--- config.mk ---
export PLATFORM = sky130hd
export DESIGN_NAME = regfile_param_sb
export DESIGN_NICKNAME = d
export VERILOG_FILES = /design/src/rtl/regfile_param_sb.sv
export SDC_FILE = /design/constraint.sdc
export NUM_CORES = 1
export LEC_CHECK = 0
export ABC_CLOCK_PERIOD_IN_PS = 2300
export CAP_MARGIN = 10
export CORE_UTILIZATION = 44
export CTS_BUF_LIST = sky130_fd_sc_hd__clkbuf_8
export DETAILED_ROUTE_END_ITERATION = 10
export PLACE_DENSITY = 0.71
export SYNTH_ARGS = -nofsm -noshare
export SYNTH_HDL_FRONTEND = slang
export SYNTH_SLANG_ARGS = --single-unit
--- constraint.sdc ---
create_clock -name CLK -period 2.3 [get_ports CLK]
set_input_delay 0.46 -clock CLK [delete_from_list [all_inputs] [get_ports CLK]]
set_output_delay 0.46 -clock CLK [all_outputs]
set_load 0.01 [all_outputs]
--- src/rtl/regfile_param_sb.sv ---
`default_nettype none
// ============================================================================
// Module   : regfile_param_sb
// Purpose  : Parametrised multi-port register file with a per-register busy
//            scoreboard.
//              - DEPTH x WIDTH storage, two combinational read ports, one
//                synchronous write port with byte-lane enables.
//              - Optional hardwired-zero register 0 (ZERO_REG).
//              - Optional same-cycle write-to-read forwarding (BYPASS).
//              - Busy bit per register: set by a reservation, cleared by a
//                write. A reservation and a write to the same register in
//                the same cycle leave the register busy.
//              - Addresses >= DEPTH (possible for non power-of-two DEPTH)
//                are inert: no write, no reservation, reads return 0.
// Ports    : CLK      - clock, all state updates on the rising edge
//            RESET_N  - synchronous reset, active low
//            A1, A2   - read addresses for ports 1 and 2
//            A3       - write address
//            WE3      - write enable
//            BE3      - byte-lane enables, bit i covers WD3[8i+7:8i]
//            WD3      - write data
//            RSV      - reserve request (marks RSVA busy)
//            RSVA     - register to reserve
//            RD1, RD2 - combinational read data
//            BUSY1/2  - registered busy flag of A1 / A2
//            BUSYALL  - full registered busy vector
// Revision : 1.0 - initial release
// ============================================================================
module regfile_param_sb #(
    parameter int WIDTH    = 32,
    parameter int DEPTH    = 8,
    parameter int ADDR_W   = $clog2(DEPTH),
    parameter int ZERO_REG = 0,
    parameter int BYPASS   = 1
) (
    input  logic                 CLK,
    input  logic                 RESET_N,
    input  logic [ADDR_W-1:0]    A1,
    input  logic [ADDR_W-1:0]    A2,
    input  logic [ADDR_W-1:0]    A3,
    input  logic                 WE3,
    input  logic [WIDTH/8-1:0]   BE3,
    input  logic [WIDTH-1:0]     WD3,
    input  logic                 RSV,
    input  logic [ADDR_W-1:0]    RSVA,
    output logic [WIDTH-1:0]     RD1,
    output logic [WIDTH-1:0]     RD2,
    output logic                 BUSY1,
    output logic                 BUSY2,
    output logic [DEPTH-1:0]     BUSYALL
);

    localparam int c_NBYTES = WIDTH / 8;

    // DEPTH expressed one bit wider than an address, so that the in-range
    // test also works when DEPTH is an exact power of two.
    localparam logic [ADDR_W:0] c_DEPTH_EXT = (ADDR_W + 1)'(DEPTH);

    localparam bit c_ZERO = (ZERO_REG != 0);
    localparam bit c_BYP  = (BYPASS != 0);

    // ------------------------------------------------------------------
    // State
    // ------------------------------------------------------------------
    logic [WIDTH-1:0] r_mem [DEPTH];
    logic [DEPTH-1:0] r_busy;

    // ------------------------------------------------------------------
    // Combinational decode
    // ------------------------------------------------------------------
    logic [DEPTH-1:0] w_wsel;       // one-hot: register written this cycle
    logic [DEPTH-1:0] w_rsel;       // one-hot: register reserved this cycle
    logic [DEPTH-1:0] w_busy_nxt;

    // An address that physically exists in the array.
    function automatic logic f_in_range(input logic [ADDR_W-1:0] a);
        return ({1'b0, a} < c_DEPTH_EXT);
    endfunction

    // An address whose content can be non-zero: exists and is not the
    // hardwired zero register.
    function automatic logic f_live(input logic [ADDR_W-1:0] a);
        return f_in_range(a) && !(c_ZERO && (a == '0));
    endfunction

    // Matching against every legal index means an out-of-range A3/RSVA
    // simply selects nothing.
    always_comb begin
        w_wsel = '0;
        w_rsel = '0;
        for (int i = 0; i < DEPTH; i++) begin
            w_wsel[i] = WE3 && (A3 == ADDR_W'(i));
            w_rsel[i] = RSV && (RSVA == ADDR_W'(i));
        end
        if (c_ZERO) begin
            w_wsel[0] = 1'b0;
            w_rsel[0] = 1'b0;
        end
    end

    // Clear first, then set: a reservation in the same cycle as the write
    // that retires the previous result leaves the register busy for the
    // new producer. A write with no lanes enabled still clears busy.
    always_comb begin
        w_busy_nxt = (r_busy & ~w_wsel) | w_rsel;
    end

    // ------------------------------------------------------------------
    // Sequential update
    // ------------------------------------------------------------------
    always_ff @(posedge CLK) begin
        if (!RESET_N) begin
            for (int i = 0; i < DEPTH; i++) begin
                r_mem[i] <= '0;
            end
            r_busy <= '0;
        end else begin
            for (int i = 0; i < DEPTH; i++) begin
                for (int b = 0; b < c_NBYTES; b++) begin
                    if (w_wsel[i] && BE3[b]) begin
                        r_mem[i][b*8 +: 8] <= WD3[b*8 +: 8];
                    end
                end
            end
            r_busy <= w_busy_nxt;
        end
    end

    // ------------------------------------------------------------------
    // Read ports
    // ------------------------------------------------------------------
    logic [ADDR_W-1:0] w_ra   [2];
    logic [WIDTH-1:0]  w_rd   [2];
    logic              w_bz   [2];

    assign w_ra[0] = A1;
    assign w_ra[1] = A2;

    for (genvar p = 0; p < 2; p++) begin : g_rport
        always_comb begin
            w_rd[p] = '0;
            if (f_live(w_ra[p])) begin
                w_rd[p] = r_mem[w_ra[p]];
                // Forward only the enabled lanes of a same-cycle write; the
                // remaining lanes keep the stored value, mirroring what the
                // register will hold after the edge.
                if (c_BYP && WE3 && (A3 == w_ra[p])) begin
                    for (int b = 0; b < c_NBYTES; b++) begin
                        if (BE3[b]) begin
                            w_rd[p][b*8 +: 8] = WD3[b*8 +: 8];
                        end
                    end
                end
            end
        end

        // Busy comes straight from registered state; a set or clear in
        // flight this cycle is not visible until after the edge.
        always_comb begin
            w_bz[p] = 1'b0;
            if (f_in_range(w_ra[p])) begin
                w_bz[p] = r_busy[w_ra[p]];
            end
        end
    end

    assign RD1     = w_rd[0];
    assign RD2     = w_rd[1];
    assign BUSY1   = w_bz[0];
    assign BUSY2   = w_bz[1];
    assign BUSYALL = r_busy;

endmodule
`default_nettype wire

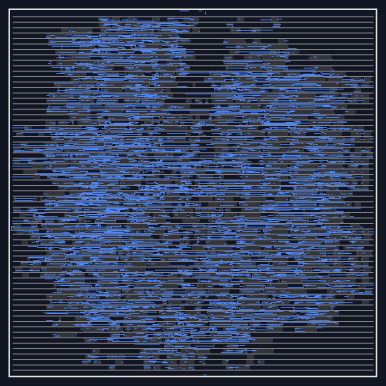
Figure 1: the metal 1 layer.
Drawn at 2 px/um. Supply wires on this layer in grey.
The wires run mostly horizontal. The layer carries 14700 um of wire. The layer holds 38% of the routed length. The longest straight run is 55.2 um. 1185 nets have wire on it.
GR met1 Demand/Resource: 30.00%
DR vias: 9537
DRT Wirelength: 38560 um

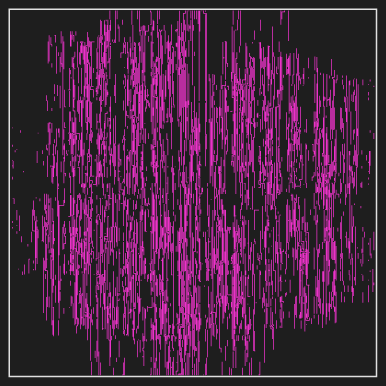
Figure 2: M2 wires.
Drawn at 2 px/um.
The layer holds 50% of the routed length. 1169 nets have wire on it. The layer carries 19300 um of wire. The wires run mostly vertical. The longest straight run is 59.3 um.
met2 GRT Util: 39.66%

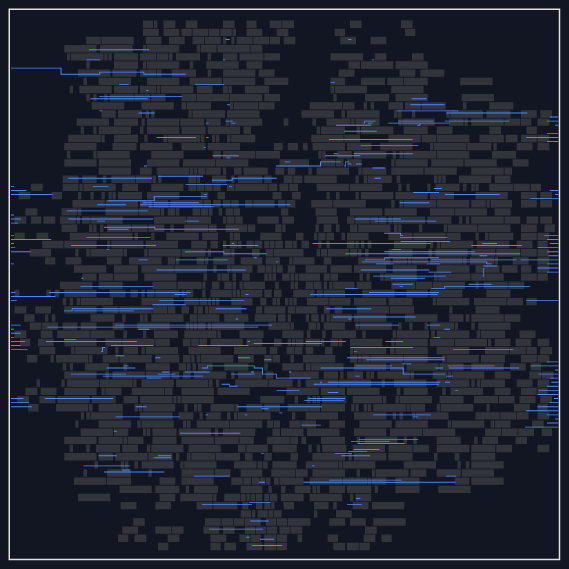
Figure 3: the metal 3 layer.
Drawn at 3 px/um.
The longest straight run is 69.9 um. The wires run mostly horizontal. The layer holds 8.0% of the routed length.

==> results.yml <==
# flow metrics
status:
  outcome: "finished with violations"
  failed_checks: "setup timing"
power_and_ir_drop:
  seqPwrFrac_pct: 48.0
  p_comb_share_pct: 21.3
  clock_power_share_pct: 30.7
logic_synthesis:
  topCellsByArea: "edfxtp_1 53%, mux4_2 20%, mux2_4 5.8%"
  flop_cell: "edfxtp_1"
  common_cells: "256 x edfxtp_1, 199 x nor2_1, 131 x mux4_2, 101 x nand2_1, 74 x mux2_2"
detailed_routing:
  drt_iter0_drc: 998
  routed.top_layer: "met4"
  wl_met1_um: 14750
critical_path:
  cp.arrival_ns: 2.24
  setup.worst_path.end: "RD2[5]"
  crit_cells: 5
  required_ns: 1.84
  end_kind: "primary output"
global_routing:
  first_global_vias: 10004
  antenna_found_initial: 2
  grt_max_degree: 30
sta:
  hold_viol: 0
  worst_slack_ns: -0.3990
  worst_slew_pin_slew_ns: 0.5151
  drv_slew: 0
  finalSetupViolations: 65
  period_needed_ns: 2.699
  fin_tns_setup_ns: -16.32
floorplanning:
  coreArea_um2: 31880
  die_area_um2: 33450
  num_tap_cells: 435
  die_h_um: 182.9
cells_and_area:
  regMostFlops: "r_mem"
  seq_area_share_pct: 42.03
  areaGrowthSynthToFinish_pct: 29.76
clock_network:
  clockRootBuffer: "clkbuf_8"
placed_design:
  post_dp_cell_area_um2: 17380
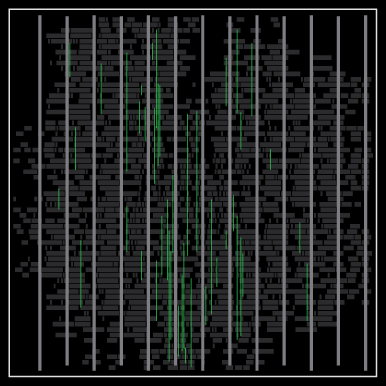
Figure 4: metal 4.
Drawn at 2 px/um. Supply wires on this layer in grey.
The layer carries 1390 um of wire. The longest straight run is 70.7 um. The wires run mostly vertical. 30 nets have wire on it. The layer holds 3.6% of the routed length.

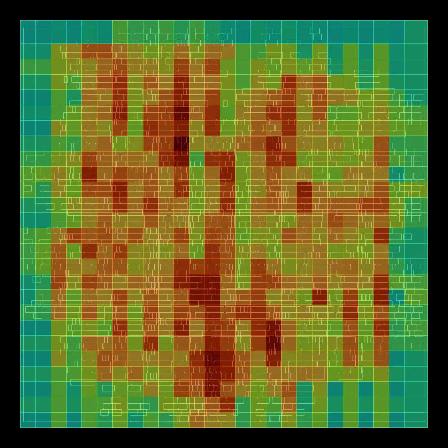
Figure 5: congestion heat map.
grt peak-use layer: met2
M3 GR Usage: 4.349%
Avg WL per Cell: 22.81 um
GRT Overall Usage: 23.50%
Final Util: 58.61%

cell families after synthesis:
logic type,share of synthesized area (%)
XOR/XNOR,0.3650
AND-OR/OR-AND,0.6257
flip-flops,54.50
buffers and inverters,3.319
multiplexers,32.30
AND/OR/NAND/NOR,8.890
through the flow:
step / instances / power (uW)
2_1_floorplan: 957 / 7135
3_3_place_gp: 1607 / 8126
3_5_place_dp: 1607 / 8186
4_1_cts: 1686 / 12050
5_1_grt: 1690 / 12420
6_report: 1690 / 12020
cell usage in the layout, fill, tap and decap left out, types with 39 or more instances in the layout:
cell and count:
nor2_1 199, clkdlybuf4s50_1 49, edfxtp_1 256, clkbuf_8 48, inv_1 44, buf_4 104
nand2_1 101, mux2_4 126, mux4_2 132, buf_12 39, buf_6 70
worst min-delay path by stage:
| stage | slack [ns] | endpoint | depth (start not counted) | from |
|---|---|---|---|---|
| 2_1_floorplan | 0.52 | BUSYALL[1] | 2 | BUSYALL[1] |
| 3_3_place_gp | 0.51 | BUSYALL[7] | 2 | BUSYALL[7] |
| 3_5_place_dp | 0.52 | BUSYALL[7] | 2 | BUSYALL[7] |
| 4_1_cts | 0.52 | BUSYALL[5] | 2 | BUSYALL[5] |
| 5_1_grt | 0.55 | BUSYALL[1] | 2 | BUSYALL[1] |
| 6_report | 0.52 | BUSYALL[5] | 2 | BUSYALL[5] |
what timing repair did:
item                                    in CTS  in global routing
endpoints found under the setup margin      66                 65
buffers inserted                             2                  2
hold buffers                                 0                  0
resized                                    423                  4
pin swaps                                    2                  0
gates cloned                                 4                  0
power by group through the flow:
stage / Combinational (uW) / Clock [uW] / Sequential, uW
floorplan: 1340 / 0 / 5790
CTS: 2570 / 3730 / 5760
detailed placement: 2330 / 0 / 5850
global route: 2690 / 3930 / 5790
finish: 2560 / 3690 / 5760
global placement: 2310 / 0 / 5810
Power is estimated from default activity; no workload was simulated.
